run_1/m3.png
Drawn at 8 px/µm.
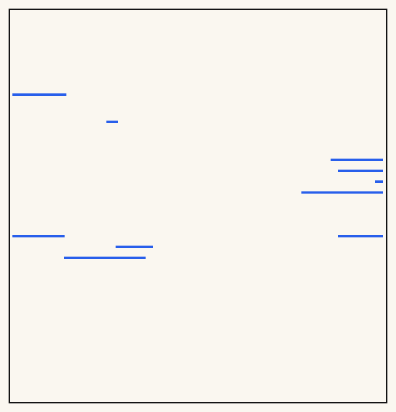
run_1/class_map.png
Drawn at 6 px/µm.
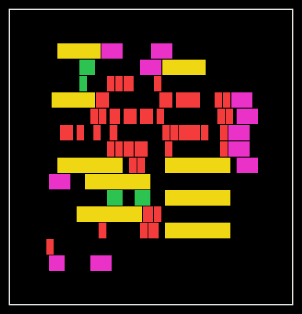
run_1/layers.png
Drawn at 8 px/µm. Two of the layers only.
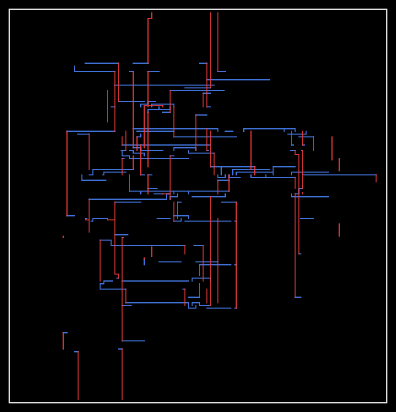
==> config.mk <==
export PLATFORM = sky130hd
export DESIGN_NAME = hpdcache_demux_skid
export DESIGN_NICKNAME = d
export VERILOG_FILES = /design/src/rtl/hpdcache_demux_skid_pkg.sv /design/src/rtl/hpdcache_sel_decode.sv /design/src/rtl/hpdcache_demux_skid.sv
export SDC_FILE = /design/constraint.sdc
export NUM_CORES = 1
export LEC_CHECK = 0
export ABC_AREA = 1
export CAP_MARGIN = 20
export CORE_AREA = 5 5 42 44
export DETAILED_ROUTE_END_ITERATION = 12
export DIE_AREA = 0 0 47 49
export GPL_TIMING_DRIVEN = 0
export PLACE_DENSITY_LB_ADDON = 0.2
export SYNTH_ARGS = -nofsm -noshare
export SYNTH_HDL_FRONTEND = slang
export SYNTH_SLANG_ARGS = --single-unit
==> constraint.sdc <==
create_clock -name clk_i -period 3.27 [get_ports clk_i]
set_clock_uncertainty 0.1 [all_clocks]
set_input_delay 0.4905 -clock clk_i [delete_from_list [all_inputs] [get_ports clk_i]]
set_output_delay 0.4905 -clock clk_i [all_outputs]
set_load 0.1 [all_outputs]
==> src/rtl/hpdcache_demux_skid_pkg.sv <==
// Shared definitions for the hpdcache select-based mux/demux blocks.
// Both sides size their select bus through hpdcache_sel_width so they agree.
package hpdcache_demux_skid_pkg;

  // Select bus width: one bit per target when one-hot, otherwise a binary
  // index that is never narrower than one bit.
  function automatic int hpdcache_sel_width(input int noutput, input bit one_hot);
    if (one_hot) begin
      return noutput;
    end else if (noutput > 1) begin
      return $clog2(noutput);
    end else begin
      return 1;
    end
  endfunction

endpackage

==> src/rtl/hpdcache_sel_decode.sv <==
// Combinational select decoder: binary or one-hot select to a one-hot
// destination, plus a flag telling whether the select names a real target.
// With a single target the select is ignored and always valid.
module hpdcache_sel_decode
  import hpdcache_demux_skid_pkg::*;
#(
  parameter int NOUTPUT     = 2,
  parameter bit ONE_HOT_SEL = 1'b0,
  parameter int SEL_WIDTH   = hpdcache_sel_width(NOUTPUT, ONE_HOT_SEL)
) (
  input  logic [SEL_WIDTH-1:0] sel,
  output logic [NOUTPUT-1:0]   dest,
  output logic                 valid,
  output logic                 multi
);

  generate
    if (NOUTPUT == 1) begin : g_single
      logic unused_sel;
      assign unused_sel = ^sel;
      assign dest       = 1'b1;
      assign valid      = 1'b1;
      assign multi      = 1'b0;
    end else if (ONE_HOT_SEL) begin : g_onehot
      // Scan from the top down so that the lowest set bit is the last writer.
      always_comb begin
        dest = '0;
        for (int i = NOUTPUT - 1; i >= 0; i--) begin
          if (sel[i]) dest = NOUTPUT'(1) << i;
        end
      end
      assign valid = |sel;
      assign multi = |(sel & (sel - SEL_WIDTH'(1)));
    end else begin : g_binary
      // Indices at or above NOUTPUT leave dest empty and therefore invalid.
      always_comb begin
        dest = '0;
        for (int i = 0; i < NOUTPUT; i++) begin
          if (sel == SEL_WIDTH'(i)) dest[i] = 1'b1;
        end
      end
      assign valid = |dest;
      assign multi = 1'b0;
    end
  endgenerate

endmodule

==> src/rtl/hpdcache_demux_skid.sv <==
// Registered 1:N demultiplexer with a 2-entry skid buffer. The head entry
// drives the outputs, the skid entry absorbs the one transfer accepted while
// the head is stalled, and in_ready_o comes straight from a flop.
module hpdcache_demux_skid
  import hpdcache_demux_skid_pkg::*;
#(
  parameter int  NOUTPUT     = 2,
  parameter int  DATA_WIDTH  = 1,
  parameter bit  ONE_HOT_SEL = 1'b0,
  localparam int SEL_WIDTH   = hpdcache_sel_width(NOUTPUT, ONE_HOT_SEL)
) (
  input  logic                  clk_i,
  input  logic                  rst_i,
  input  logic                  in_valid_i,
  output logic                  in_ready_o,
  input  logic [DATA_WIDTH-1:0] in_data_i,
  input  logic [SEL_WIDTH-1:0]  in_sel_i,
  output logic [NOUTPUT-1:0]    out_valid_o,
  input  logic [NOUTPUT-1:0]    out_ready_i,
  output logic [DATA_WIDTH-1:0] out_data_o,
  output logic                  err_o
);

  localparam logic [1:0] ST_EMPTY = 2'd0;
  localparam logic [1:0] ST_ONE   = 2'd1;
  localparam logic [1:0] ST_FULL  = 2'd2;

  logic [1:0]            state_q, state_d;
  logic                  in_ready_q;
  logic                  err_q;
  logic [NOUTPUT-1:0]    main_dest_q, skid_dest_q;
  logic [DATA_WIDTH-1:0] main_data_q, skid_data_q;

  logic [NOUTPUT-1:0]    sel_dest;
  logic                  sel_ok;
  logic                  sel_multi;
  logic                  acc, acc_ok, deq;
  logic                  load_main_in, load_skid, move_skid;

  hpdcache_sel_decode #(
    .NOUTPUT    (NOUTPUT),
    .ONE_HOT_SEL(ONE_HOT_SEL),
    .SEL_WIDTH  (SEL_WIDTH)
  ) u_sel_decode (
    .sel  (in_sel_i),
    .dest (sel_dest),
    .valid(sel_ok),
    .multi(sel_multi)
  );

  // Invalid selects are still accepted (handshake completes) but never stored.
  assign acc    = in_valid_i & in_ready_q;
  assign acc_ok = acc & sel_ok;
  assign deq    = (state_q != ST_EMPTY) & (|(main_dest_q & out_ready_i));

  // Next-state and storage load decisions for the two-entry buffer.
  always_comb begin
    state_d      = state_q;
    load_main_in = 1'b0;
    load_skid    = 1'b0;
    move_skid    = 1'b0;
    case (state_q)
      ST_EMPTY: begin
        if (acc_ok) begin
          state_d      = ST_ONE;
          load_main_in = 1'b1;
        end
      end
      ST_ONE: begin
        if (acc_ok && deq) begin
          load_main_in = 1'b1;
        end else if (acc_ok) begin
          state_d   = ST_FULL;
          load_skid = 1'b1;
        end else if (deq) begin
          state_d = ST_EMPTY;
        end
      end
      ST_FULL: begin
        if (deq) begin
          state_d   = ST_ONE;
          move_skid = 1'b1;
        end
      end
      default: state_d = ST_EMPTY;
    endcase
  end

  // Control state: occupancy, registered ready and the error pulse.
  always_ff @(posedge clk_i) begin
    if (rst_i) begin
      state_q    <= ST_EMPTY;
      in_ready_q <= 1'b0;
      err_q      <= 1'b0;
    end else begin
      state_q    <= state_d;
      in_ready_q <= (state_d != ST_FULL);
      err_q      <= acc & ~sel_ok;
    end
  end

  // Payload and destination storage; gated by state so it needs no reset.
  always_ff @(posedge clk_i) begin
    if (load_main_in) begin
      main_data_q <= in_data_i;
      main_dest_q <= sel_dest;
    end else if (move_skid) begin
      main_data_q <= skid_data_q;
      main_dest_q <= skid_dest_q;
    end
    if (load_skid) begin
      skid_data_q <= in_data_i;
      skid_dest_q <= sel_dest;
    end
  end

  // Flag one-hot selects with several bits set; the lowest bit is used.
  always @(posedge clk_i) begin
    if (!rst_i && acc) begin
      assert (!sel_multi)
        else $warning("hpdcache_demux_skid: one-hot select with several bits set, lowest bit used");
    end
  end

  assign in_ready_o  = in_ready_q;
  assign err_o       = err_q;
  assign out_valid_o = (state_q != ST_EMPTY) ? main_dest_q : '0;
  assign out_data_o  = main_data_q;

endmodule

==> results.ini, run 1 <==
[outcome]
status=finished clean

[sta]
slew_headroom_pct=35.6
fmax_ghz=0.384
whs_ns=0.417
min_period_ns=2.60
hold_violations=0
fin_crit_sh_pct=79.6

[placement]
placed_area_um2=553
routabilityCongestion=0.752
place_ws_ns=0.946
place_inst=76

[synthesis]
adder_share_pct=0
yosysChipArea_um2=433
xor_share_pct=0
syn_nets=57
synth-compound-area-share_pct=4.62
synth_seq_share_pct=55.5
yosys_cells=50
synth.top_cell.area_share_pct=41.6
mux_share_pct=0
syn_inst=50
syn_avg_cell_area_um2=8.66
top_cells_by_area=edfxtp_1 42%, dfxtp_1 14%, nand2_1 12%, inv_1 6.1%, nand2_2 4.3%
syn_area_um2=433
ys_types=14
numSynthFlops=9
top_area_cell=edfxtp_1
ys.warnings.count=0

[layout]
drive_above_1_share_pct=18.8
layout_top_cell=nand2_1
nets=72
diodes=0
inverters=7
fin_cells=80
clockBufferCount=4
mi_logic_area_um2=159
layout.nonclk_buf_share_pct=18.6
layout_top_cells=14 x nand2_1, 10 x clkdlybuf4s50_1, 7 x inv_1
largest_class=sequential cells
buffers=11

[run]
warnings=26
maxCapViolCount=0

[min_path]
hold_class=register to register

[clock_network]
tritoncts=built
post_cts_buffers=0
cts_resized=0
path_clk_slew_ns=0.06
cts_buffers=3
clk_latency_ns=0.26
cts_root_buf=clkbuf_4
cts_hold_buffers=0

[worst_setup_path]
crit_path_start_kind=register
critPathRequiredTime_ns=2.68
arrival_ns=2.01
worstRegToRegCells=4
worst-path-max-fanout=5

[die]
std_cell_rows=14
die_w_um=47
taps=16
die.size.y_um=49

[power]
pwr_density_cell_nw_per_um2=504
p_leak_nw=0.247
worst_ir_drop_vdd_uv=235

[drt]
drc=0
dr.first_iter.drc_count=8

[global_route]
grt_pass1_vias=284
grt_max_degree=7

Back to the opening pictures, m3.png:
share of all routed wire: 7.8%
main direction: horizontal
nets with wire on the layer: 8
wire length on this layer: 55.4 µm
via count: 334
WL final: 714 µm

Back to the opening pictures, class_map.png:
legend:
  magenta:
    class: remaining buffers and delay cells
    cells: 11
    share_of_their_area: 19%
  green:
    class: clock drivers and dummy loads
    cells: 4
    share_of_their_area: 4.7%
  red:
    class: remaining logic cells
    cells: 40
    share_of_their_area: 33%
  yellow:
    class: registers
    cells: 9
    share_of_their_area: 43%
fraction of area in registers: 41.5%
CORE AREA: 1400 µm²

Back to the opening pictures, layers.png:
legend:
  red:
    layer: M2
    wire_length: 294 µm
  blue:
    layer: M1
    wire_length: 329 µm
Overall Global Routing Usage: 7.53%
WL/cell: 8.93 µm

run 1: flip-flops by register name, indices dropped and copies added (netlist names):
signal and count:
state_q 2, out_data_o 1, skid_data_q 1, in_ready_o 1, main_dest_q 2, skid_dest_q 2
run 1: report_power, final:
| group | internal [mW] | total [mW] | switching, mW |
|---|---|---|---|
| logic | 0.0221 | 0.0753 | 0.0532 |
| clock network | 0.0469 | 0.0838 | 0.0369 |
| registers | 0.128 | 0.133 | 0.00445 |
| total | 0.197 | 0.292 | 0.0946 |
run 1: path summary, 6_finish.rpt:
check                    from              to  slack (ns)
setup / recovery   state_q[0]  out_valid_o[1]        0.67
hold / removal    skid_data_q      out_data_o        0.42
setup reg to reg   in_ready_o  skid_dest_q[1]        1.99
hold reg to reg   skid_data_q      out_data_o        0.42
run 1: synth_stat cells:
master / n
inv_1: 7
buf_4: 1
dfxtp_1: 3
nand2_2: 3
conb_1: 1
nand3_1: 1
a21oi_1: 2
edfxtp_1: 6
nand3_2: 1
nand2_1: 14
nor2_2: 3
o21ai_0: 2
nor2_1: 5
nor2_4: 1
run 1: worst max-delay path, stage by stage (launching register included):
cell,delay (ns)
dfxtp_1,0.43
nor2_2,0.10
nor2_1,0.09
clkdlybuf4s50_1,1.13
run 1: routing by layer:
| layer | share of wire (%) | GRT usage, % | wire (µm) | vias to the layer above |
|---|---|---|---|---|
| li1 | - | - | - | 183 |
| met1 | 46 | 8.35 | 329 | 138 |
| met2 | 41 | 8.82 | 293 | 9 |
| met3 | 7.7 | 4.43 | 55 | 4 |
| met4 | 5.0 | 8.29 | 36 | 0 |
| met5 | 0 | 0 | 0 | - |
run_1/placed.png
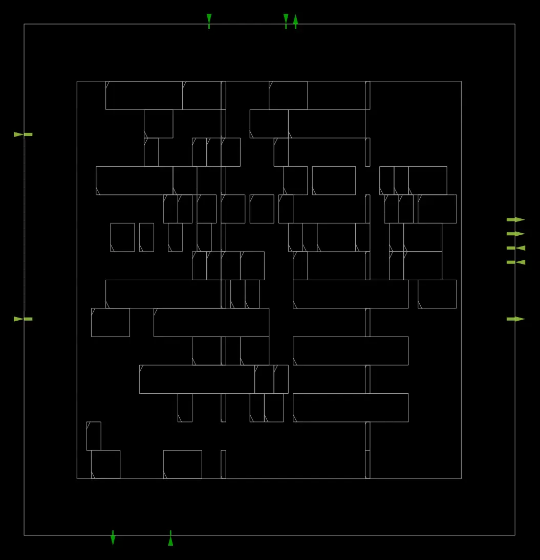

## Run 2: what changed since run 1
==> constraint.sdc (replaced) <==
create_clock -name clk_i -period 2.49 [get_ports clk_i]
set_clock_uncertainty 0.1 [all_clocks]
set_input_delay 0.3735 -clock clk_i [delete_from_list [all_inputs] [get_ports clk_i]]
set_output_delay 0.3735 -clock clk_i [all_outputs]
set_load 0.1 [all_outputs]
run_2/placed.png
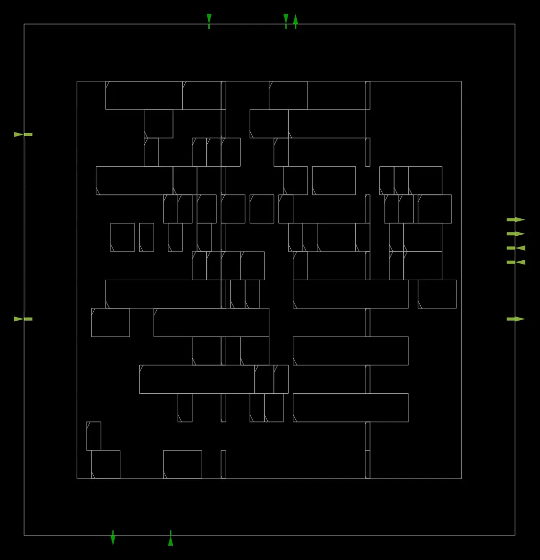
fillers: 160
Core Util, Final: 41.2%
fin cells: 80
num rows: 14
FF+latch count: 9

==> run 2 against run 1 <==
Clock power up 31%; die area unchanged; utilization fell by 0.18 points; power up 31%; synthesized cell count unchanged; setup slack lost 0.38 ns; register-to-register slack lost 0.78 ns; non-clock buffer count unchanged; count of clock-buffer cells in the layout unchanged; wire length rose by 0.14%; first-iteration DRC count unchanged; global-route usage stayed put; critical path type unchanged; largest cell class unchanged.
==> results.ini, run 2 <==
[synthesis]
syn_area_um2=433
yosysChipArea_um2=433
synthFlopType=edfxtp_1
top_area_cell=edfxtp_1
synth.most_common_cell=nand2_1
syn_inst=50
ys.warnings.count=0
synthArstFlopShare_pct=0
syn_avg_cell_area_um2=8.66
edf_count=6
synth_seq_share_pct=55.5
ys_types=14
yosys_cells=50
netlist_top_cells_count=14 x nand2_1, 7 x inv_1, 6 x edfxtp_1, 5 x nor2_1

[layout]
diodes=0
layout_top_cell=nand2_1
mi_logic_area_um2=159
drive_above_1_share_pct=18.8
layout_top_cells=14 x nand2_1, 8 x clkdlybuf4s50_1, 7 x inv_1

[run]
warnings=26
maxCapViolCount=0

[die]
core_um2=1400
die.size.y_um=49

[min_path]
min_to=out_data_o
hold_class=register to register
holdCritStartpoint=skid_data_q

[worst_setup_path]
worst-path-buf-inv=1
r2r_end=skid_dest_q[1]
worstRegToRegCells=4
cp_top_family=buffers and inverters
crit_chain=nor2_2 > nor2_1 > dlygate4sd2_1
arrival_ns=1.73
ff2ff_setup_slack_ns=1.21
critPathRequiredTime_ns=2.02
slowest_delay_ns=0.85
slowest_stage=dlygate4sd2_1
cp.depth=3
r2r_start=in_ready_o
crit_path_start_kind=register

[sta]
fmax_ghz=0.455
fin_crit_sh_pct=88.3

[drt]
wl_met1_um=329
dr_wl_met2_um=293
met3_wirelength_um=56
wl_per_cell_um=8.94
totalWireLength_um=715
highest_layer=met4
dr.first_iter.drc_count=8

[global_route]
grt_pass1_vias=284
grt_max_degree=7
grt_usage_pct=7.53

[clock_network]
cts_buffers=3
cts_hold_buffers=0
cts_resized=2
cts_root_buf=clkbuf_4

[placement]
placed_area_um2=553
place_ws_ns=0.283

[outcome]
status=finished clean

[power]
pwr_density_cell_nw_per_um2=662

-- run 2: worst register-to-register path: stages (launching register included) --
cell	delay [ns]
dfxtp_1	0.33
nand2_1	0.09
nor2_2	0.14
inv_1	0.07
nor2_1	0.22
-- run 2: stage by stage --
stage	utilization, %	std cells	hold slack, ns	total power [mW]
after floorplan	-	50	0.343	0.252
after global placement	39.5	76	0.398	0.277
after detailed placement	39.5	76	0.401	0.277
after CTS	41.2	80	0.423	0.390
after global routing	41.2	80	0.469	0.404
final	41.2	80	0.417	0.382
-- run 2: power by group --
part | switching [mW] | internal (mW) | leakage, nW | total (mW)
Clock | 0.0485 | 0.0616 | 0.0150 | 0.110
Sequential | 0.00584 | 0.169 | 0.0799 | 0.174
Combinational | 0.0698 | 0.0273 | 0.161 | 0.0971
-- run 2: how the worst max path moves through the flow --
stage | startpoint | end | slack, ns
2_1_floorplan | state_q[0] | out_valid_o[0] | 0.29
3_3_place_gp | state_q[0] | out_valid_o[1] | 0.29
3_5_place_dp | state_q[0] | out_valid_o[1] | 0.28
4_1_cts | state_q[0] | out_valid_o[1] | 0.27
5_1_grt | state_q[0] | out_valid_o[0] | 0.22
6_report | state_q[0] | out_valid_o[1] | 0.29
-- run 2: kinds of logic after synthesis --
group	synth area share, %
other	0.866
AOI/OAI and AO/OA	4.62
DFF	55.5
and+or+nand+nor	31.2
buffers and inverters	7.81
-- run 2: layout make-up --
class | count | area share [%]
plain buffers | 1 | 1.30
flip-flops and latches | 9 | 41.6
clock buffers | 4 | 4.56
well taps | 16 | 3.47
multi-input cells | 33 | 27.5
repair buffers | 10 | 16.9
inverters | 7 | 4.56
-- run 2: layer usage --
metal / vias up / track usage [%]
met3: 4 / 4.43
met1: 138 / 8.35
li1: 183 / -
met4: 0 / 8.29
met5: - / 0
met2: 9 / 8.82
run_2/class_map.png
Drawn at 6 px/µm.
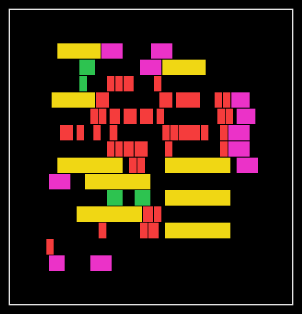

## Run 3: what changed since run 2
--- a/config.mk
+++ b/config.mk
@@ -8,6 +8,7 @@
 export ABC_AREA = 1
 export CAP_MARGIN = 20
 export CORE_AREA = 5 5 42 44
+export CTS_BUF_LIST = sky130_fd_sc_hd__clkbuf_4 sky130_fd_sc_hd__clkbuf_8
 export DETAILED_ROUTE_END_ITERATION = 12
 export DIE_AREA = 0 0 47 49
 export GPL_TIMING_DRIVEN = 0
run_3/class_map.png
Drawn at 6 px/µm.
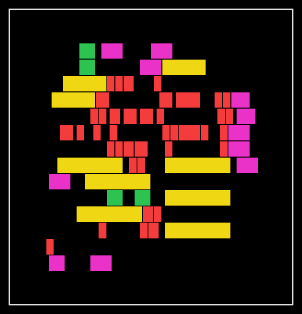
legend:
  magenta:
    class: remaining buffers and delay cells
    cells: 11
    share_of_their_area: 19%
  green:
    class: clock drivers and dummy loads
    cells: 4
    share_of_their_area: 5.4%
  red:
    class: remaining logic cells
    cells: 40
    share_of_their_area: 33%
  yellow:
    class: registers
    cells: 9
    share_of_their_area: 43%
fraction of area in registers: 41.4%
Final Cell Area: 581 µm²
Core Util, Final: 41.4%

==> run 3 against run 2 <==
Utilization is 0.27 points higher; flip-flop count is the same; final cell count did not move; global-route usage fell by 0.076 points; design area grew 0.65%; maximum frequency increased by 0.19%; wire length is 2.4% lower; largest power group unchanged; highest routed layer unchanged.
==> results.ini, run 3 <==
[synthesis]
synth_seq_share_pct=55.5
yosys_cells=50
top_cells_by_area=edfxtp_1 42%, dfxtp_1 14%, nand2_1 12%, inv_1 6.1%, nand2_2 4.3%
numSynthFlops=9
yosysChipArea_um2=433
syn_nets=57
top_area_cell=edfxtp_1
netlist_top_cells_count=14 x nand2_1, 7 x inv_1, 6 x edfxtp_1, 5 x nor2_1
syn_area_um2=433
synth.most_common_cell=nand2_1
ys.warnings.count=0
syn_avg_cell_area_um2=8.66
synthArstFlopShare_pct=0
edf_count=6
synthFlopType=edfxtp_1
synth.top_cell.area_share_pct=41.6
syn_inst=50

[clock_network]
post_cts_buffers=0
clk_latency_ns=0.25
cts_buffers=3
cts_resized=2
path_clk_slew_ns=0.06
tritoncts=built
cts_hold_buffers=0
cts_root_buf=clkbuf_4

[layout]
fin_cells=80
nets=72
drive_above_1_share_pct=20.3
diodes=0
layout_top_cells=14 x nand2_1, 8 x clkdlybuf4s50_1, 7 x inv_1
layout_top_cell=nand2_1

[worst_setup_path]
slowest_delay_ns=0.85
slowest_stage=dlygate4sd2_1
crit_chain=nor2_2 > nor2_1 > dlygate4sd2_1
crit_path_start_kind=register
worst-path-buf-inv=1
ff2ff_setup_slack_ns=1.22
critPathRequiredTime_ns=2.02
arrival_ns=1.72
worst-path-max-fanout=5
cp_top_family=buffers and inverters

[sta]
fmax_ghz=0.455
slew_headroom_pct=35.6
fin_ws_ns=0.295
min_period_ns=2.20
fin_crit_sh_pct=88.2
hold_violations=0

[power]
clockPowerShare_pct=30.5
pwr_density_cell_nw_per_um2=673
p_leak_nw=0.259
p_seq_share_pct=44.6
combPwrFrac_pct=24.8
swShare_pct=31.3
worst_ir_drop_vdd_uv=293
powerSeq_mw=0.174
total_power_mw=0.391
switching_power_mw=0.122
powerComb_mw=0.0971
pwr.group.clock_mw=0.119
maxPowerGroup=registers

[die]
die.size.y_um=49
std_cell_rows=14
die_w_um=47
core_um2=1400

[global_route]
grt_usage_pct=7.45
grt_pass1_vias=280
grt_max_degree=7

[drt]
dr.first_iter.drc_count=8
wl_per_cell_um=8.73
vias=334
drc=0
totalWireLength_um=698

[placement]
place_inst=76
place_ws_ns=0.283
routabilityCongestion=0.752

[outcome]
status=finished clean

[run]
warnings=26
maxCapViolCount=0

[min_path]
hold_class=register to register

## run 3: cell types whose count changed in the layout (fill, tap and decap cells not counted)
| cell | change |
|---|---|
| clkbuf_1 | -1 |
| clkbuf_4 | +1 |
## run 3: stage by stage
stage	utilization (%)	cell area, µm²	hold WS, ns
3_3_place_gp	39.5	553	0.398
4_1_cts	41.4	581	0.420
6_report	41.4	581	0.413
3_5_place_dp	39.5	553	0.401
5_1_grt	41.4	581	0.468
2_1_floorplan	-	433	0.343
## run 3: worst min-delay path, delay by kind of cell, from the launching register on
kind	cells	cell delay, ns
flip-flops	1	0.32
AND/OR/NAND/NOR	2	0.10
## run 3: cells by family (layout without fill, tap and decap cells)
group,after synthesis,after routing,synth area share (%)
compound gates,4,4,4.62
buf+inv,8,22,7.81
flops,9,9,55.5
other cells,1,1,0.866
simple gates,28,28,31.2
## run 3: area by class of cell
type                            count  area (µm²)
Fill cell                         157         821
Sequential cell                     9         240
Multi-Input combinational cell     33         159
Timing Repair Buffer               10        97.6
Clock buffer                        4        30.0
Inverter                            7        26.3
Tap cell                           16        20.0
Buffer                              1        7.51
## run 3: per-layer routing
| layer | up-vias | part of all wire [%] | global-route usage [%] |
|---|---|---|---|
| li1 | 184 | - | - |
| met1 | 137 | 46 | 8.33 |
| met2 | 9 | 41 | 8.60 |
| met3 | 4 | 8.0 | 4.43 |
| met4 | 0 | 5.2 | 8.29 |
| met5 | - | 0 | 0 |
## run 3: path summary, 6_finish.rpt
| path | cells past startpoint | startpoint | to |
|---|---|---|---|
| setup reg to reg | 4 | in_ready_o | skid_dest_q[1] |
| hold reg to reg | 2 | skid_data_q | out_data_o |
| hold / removal | 2 | skid_data_q | out_data_o |
| setup / recovery | 3 | state_q[0] | out_valid_o[1] |
Power is estimated from default activity; no workload was simulated.
